**config.mk**
```make
export PLATFORM = sky130hd
export DESIGN_NAME = wallace_csa_reducer
export DESIGN_NICKNAME = d
export VERILOG_FILES = /design/src/rtl/wallace_csa_reducer.sv
export SDC_FILE = /design/constraint.sdc
export NUM_CORES = 1
export LEC_CHECK = 0
export CORE_MARGIN = 8
export CORE_UTILIZATION = 55
export DETAILED_ROUTE_END_ITERATION = 10
export DONT_BUFFER_PORTS = 1
export PLACE_DENSITY = 0.7
export SETUP_SLACK_MARGIN = 0.1
export SLEW_MARGIN = 40
export SYNTH_ARGS = -nofsm -noshare
export SYNTH_HDL_FRONTEND = slang
export SYNTH_SLANG_ARGS = --single-unit
```
**constraint.sdc**
```tcl
create_clock -name clk -period 3.5 [get_ports clk]
set_input_delay 0.35 -clock clk [delete_from_list [all_inputs] [get_ports clk]]
set_output_delay 0.35 -clock clk [all_outputs]
set_load 0.03 [all_outputs]
```
**src/rtl/wallace_csa_reducer.sv**
```systemverilog
// Iterative 16x16 carry-save multiplier core: compresses ROWS_PER_CYCLE partial-product rows per cycle into sum/carry words.
// Define WALLACE_SIGNED_EN for two's-complement operands (Baugh-Wooley rows plus correction constant).
module wallace_csa_reducer #(
  parameter int unsigned ROWS_PER_CYCLE = 4
) (
  input  logic        clk,
  input  logic        rst,
  input  logic        in_valid,
  output logic        in_ready,
  input  logic [15:0] a,
  input  logic [15:0] b,
  output logic        out_valid,
  input  logic        out_ready,
  output logic [31:0] sum_vec,
  output logic [31:0] carry_vec
);

  localparam int unsigned OP_W     = 16;
  localparam int unsigned PROD_W   = 32;
  localparam int unsigned CNT_W    = 5;
  localparam int unsigned NUM_IN   = ROWS_PER_CYCLE + 2;
  localparam int unsigned NUM_SLOT = 3 * NUM_IN - 4;
  localparam int unsigned LAST_CNT = OP_W - ROWS_PER_CYCLE;
  localparam int unsigned ROWS_W   = ROWS_PER_CYCLE * PROD_W;

`ifdef WALLACE_SIGNED_EN
  // Sum of the -2^k terms from the inverted cross products, folded mod 2^32
  localparam logic [PROD_W-1:0] BW_CORR = 32'h8001_0000;
`endif

  typedef enum logic [1:0] {
    IDLE   = 2'd0,
    REDUCE = 2'd1,
    DONE   = 2'd2
  } state_t;

  state_t                state_q, state_d;
  logic [CNT_W-1:0]      row_cnt_q, row_cnt_d;
  logic [OP_W-1:0]       a_q, a_d, b_q, b_d;
  logic [PROD_W-1:0]     sum_d, carry_d;
  logic                  in_ready_d, out_valid_d;

  logic [ROWS_W-1:0]     rows;
  logic [PROD_W-1:0]     carry_seed;
  logic [PROD_W-1:0]     red_sum, red_carry;

  // One partial-product row, shifted into place
  function automatic logic [PROD_W-1:0] pp_row(input logic [OP_W-1:0] av,
                                               input logic [OP_W-1:0] bv,
                                               input logic [3:0]      idx);
    logic [OP_W-1:0] p;
    p = bv[idx] ? av : '0;
`ifdef WALLACE_SIGNED_EN
    if (idx == 4'd15) p[OP_W-2:0] = ~p[OP_W-2:0];
    else              p[OP_W-1]   = ~p[OP_W-1];
`endif
    return PROD_W'(p) << idx;
  endfunction

  // 3:2 compressor tree: each adder consumes the three oldest words and appends two
  function automatic logic [2*PROD_W-1:0] csa_reduce(input logic [PROD_W-1:0] s_in,
                                                     input logic [PROD_W-1:0] c_in,
                                                     input logic [ROWS_W-1:0] rv);
    logic [PROD_W-1:0] slot [NUM_SLOT];
    logic [PROD_W-1:0] x, y, z;
    for (int i = 0; i < int'(NUM_SLOT); i++) slot[i] = '0;
    slot[0] = s_in;
    slot[1] = c_in;
    for (int r = 0; r < int'(ROWS_PER_CYCLE); r++) slot[r+2] = rv[r*PROD_W +: PROD_W];
    for (int j = 0; j < int'(NUM_IN) - 2; j++) begin
      x = slot[3*j];
      y = slot[3*j+1];
      z = slot[3*j+2];
      slot[int'(NUM_IN)+2*j]   = x ^ y ^ z;
      slot[int'(NUM_IN)+2*j+1] = ((x & y) | (x & z) | (y & z)) << 1;
    end
    return {slot[NUM_SLOT-2], slot[NUM_SLOT-1]};
  endfunction

  always_comb begin
    rows = '0;
    for (int r = 0; r < int'(ROWS_PER_CYCLE); r++) begin
      rows[r*PROD_W +: PROD_W] = pp_row(a_q, b_q, 4'(row_cnt_q + CNT_W'(r)));
    end
  end

  // The carry accumulator is zero on the first pass, so that slot carries the correction
`ifdef WALLACE_SIGNED_EN
  assign carry_seed = (row_cnt_q == '0) ? BW_CORR : carry_vec;
`else
  assign carry_seed = carry_vec;
`endif

  assign {red_sum, red_carry} = csa_reduce(sum_vec, carry_seed, rows);

  always_ff @(posedge clk or posedge rst) begin
    if (rst) begin
      state_q   <= IDLE;
      row_cnt_q <= '0;
      a_q       <= '0;
      b_q       <= '0;
      sum_vec   <= '0;
      carry_vec <= '0;
      in_ready  <= 1'b1;
      out_valid <= 1'b0;
    end else begin
      state_q   <= state_d;
      row_cnt_q <= row_cnt_d;
      a_q       <= a_d;
      b_q       <= b_d;
      sum_vec   <= sum_d;
      carry_vec <= carry_d;
      in_ready  <= in_ready_d;
      out_valid <= out_valid_d;
    end
  end

  always_comb begin
    state_d     = state_q;
    row_cnt_d   = row_cnt_q;
    a_d         = a_q;
    b_d         = b_q;
    sum_d       = sum_vec;
    carry_d     = carry_vec;
    in_ready_d  = 1'b0;
    out_valid_d = 1'b0;
    unique case (state_q)
      IDLE: begin
        if (in_valid && in_ready) begin
          a_d       = a;
          b_d       = b;
          sum_d     = '0;
          carry_d   = '0;
          row_cnt_d = '0;
          state_d   = REDUCE;
        end
      end
      REDUCE: begin
        sum_d     = red_sum;
        carry_d   = red_carry;
        row_cnt_d = row_cnt_q + CNT_W'(ROWS_PER_CYCLE);
        if (row_cnt_q == CNT_W'(LAST_CNT)) state_d = DONE;
      end
      DONE: begin
        if (out_ready) state_d = IDLE;
      end
      default: state_d = IDLE;
    endcase
    in_ready_d  = (state_d == IDLE);
    out_valid_d = (state_d == DONE);
  end

endmodule

```
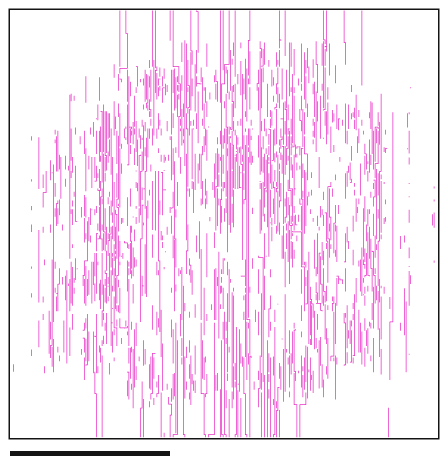
met2.png
The bar under the picture is 50 um long.
The layer holds 49% of the routed length. The layer carries 8530 um of wire. The longest straight run is 65.3 um. 678 nets have wire on it. The wires run mostly vertical.
DRT Wirelength: 17400 um
Vias: 4709
met2 GRT Util: 31.9%

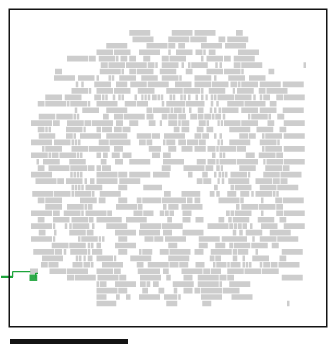
port_nets.png
The bar under the picture is 50 um long.
`rst`: shown in green, bits 1, direction input, end cells 1, buffers 1, wire 13.2 um.

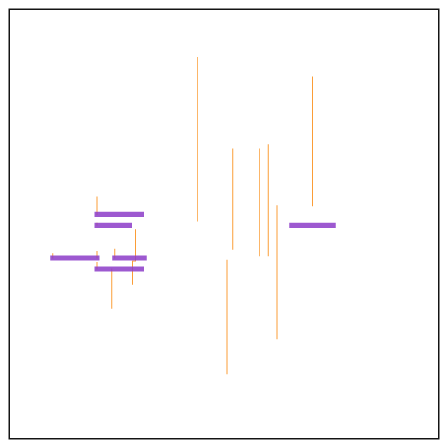
metal_stack.png
Only two layers are drawn.
met5: shown in purple, wire length 73.6 um. met4: shown in orange, wire length 312 um.
DR WL/cell: 21.9 um
overall routing resource usage: 20.2%

==> reports/results.ini <==
[outcome]
status=complete, no violations

[critical_path]
cp-end-kind=flop
crit_type=reg -> reg
crit_path_start_kind=flop
required_ns=3.74
arrival_ns=3.49
crit_path_frequent_cell=fa_1
cp_cell_sequence=mux2_2 > a211oi_1 > fa_1 > inv_1 > fa_1 > fa_1 > o2bb2ai_1
critPathTopFamily=adder cells
cp_slowest_stage_delay_ns=0.59
crit_path_top_delay_cell=dfrtp_4

[sta]
timing.fmax_mhz=308
setup_violations=0
slew_violations=0
grt_setup_unrepaired=false
clock_skew_ns=0.00938
hold_violations=0
period_used_pct=92.9
relSlewSlack_pct=45.3
tns_ns=0

[layout]
flop_area_mm2=0.00253
nets=768
multiInputGateArea_mm2=0.00464
design_area_mm2=0.00809
syn_to_final_growth_pct=6.63
lay_top_cells=fa_1 (113), dfrtp_1 (99), nand2_1 (71)
nFillCells=1126
drive_gt1_share_pct=13.4
lay_top_count=fa_1

[cts]
cts_tree=done
clkTransAtPathRegs_ns=0.07
insertion_delay_ns=0.36
cts_sinks=101
numCtsBuffers=9
cts_setup_buffers=0
max-clock-path-buffers=2

[floorplanning]
dieWidth_um=133
chip_area_mm2=0.0178
ioPinCount=102
rows=43

[synth]
ys_sh_xor_pct=0.313
ys_cells=618
ys_seq_share_pct=33.3
yosys-stat-area_mm2=0.00758
synth_cell_type_count=42
yosys.area_share.simple_pct=8.84
postSynthCellCount=618
synth.avg_cell_area_um2=12.3
yosys_warnings=0
syn-cell-area_mm2=0.00758
ys_ff=101

[global_routing]
use_met3_pct=6.48
grt_max_degree=59
grt_pass1_vias=5232
grt_overflow_total=0
grt.busiest_layer=met2

[detailed_routing]
drc=0
vias_per_cell=5.93
dr.pass1.iters=6
ant_nets=0
drtIter0Drc=227

[place]
routabilityCongestion=0.814
dp.final_hpwl_um=13000
io_buffers=0
place_ws_ns=0.239
place_area_mm2=0.00769

[run]
maxCapViolCount=0

[worst_hold_path]
hp-class=in -> reg

final timing paths:
kind,slack [ns],endpoint,cells past startpoint,start
worst max-delay path,0.25,sum_vec[14],7,row_cnt_q[2]
worst min-delay path,0.12,b_q[12],1,b[12]
worst max register to register,0.25,sum_vec[14],7,row_cnt_q[2]
worst min register to register,0.49,b_q[9],1,b_q[9]
max in group asynchronous,2.22,sum_vec[11],3,rst
min in group asynchronous,0.54,sum_vec[28],2,rst
kinds of logic (layout without fill, tap and decap cells):
family                   Yosys count  after routing
buffers and inverters            105             93
AND/OR/NAND/NOR                  136            136
adder cells (fa/ha/maj)          125            125
multiplexers                      62             64
XOR/XNOR                           1              1
AND-OR/OR-AND                     86             86
flip-flops                       101            101
other                              2              8
metrics by stage:
stage | util (%) | std cells | hold slack [ns]
final | 59.2 | 794 | 0.123
after global routing | 59.2 | 794 | 0.116
after CTS | 58.7 | 789 | 0.0182
after detailed placement | 56.3 | 773 | 0.402
after global placement | 56.3 | 773 | 0.397
after floorplan | - | 622 | 0.452
synth_stat cells (all sizes together):
cell type,n,area share [%]
o2bb2ai,61,7.0
a211o,1,0.12
and2,6,0.49
ha,12,2.0
nand3,12,0.79
inv,65,3.2
fa,113,30
xor3,1,0.31
conb,2,0.099
and2b,1,0.099
nor2b,10,1.1
nor2,13,0.68
clkbuf,5,0.25
dfrtp,100,33
a2bb2oi,4,0.46
nand2b,1,0.083
o21bai,1,0.099
nand2,71,3.5
nor3b,5,0.63
mux2i,22,3.1
o21ai,2,0.13
nor3,7,0.61
buf,35,2.9
a21oi,1,0.066
or2,1,0.083
a21o,2,0.20
mux2,37,5.5
a22o,10,1.3
a211oi,4,0.40
mux4,3,0.89
dfstp,1,0.35
and3,9,0.74
state kept, by name, indices dropped and copies added, names as in the netlist:
name	flops
state_q	2
in_ready	1
carry_vec	30
a_q	16
row_cnt_q	3
b_q	16
sum_vec	32
out_valid	1
layer usage:
layer  routed length, um  up-vias  share of wire (%)
met5                  73        -               0.42
met4                 311       12                1.8
met3                1270       32                7.3
met2                8530      143                 49
met1                7170     2486                 41
li1                    -     2036                  -
repair_timing:
item                                   4_1_cts  5_1_grt
endpoints found under the hold margin        0       55
resized                                      0        3
setup endpoints to repair                    0        5
hold buffers                                 0        1
final cells by class:
type | count | area share [%]
diodes | 2 | 0.0619
clock buffers | 9 | 2.78
clock inverters | 7 | 1.27
inverters | 65 | 3.08
multi-input cells | 418 | 57.4
flip-flops and latches | 101 | 31.3
well taps | 180 | 2.78
repair buffers | 12 | 1.30
worst register-to-register path, delay by kind of cell, from the launching register on:
family,cells,cell delay [ns]
compound gates,2,0.49
fa+ha+maj,3,1.44
buf+inv,1,0.08
flops,1,0.59
mux,1,0.53
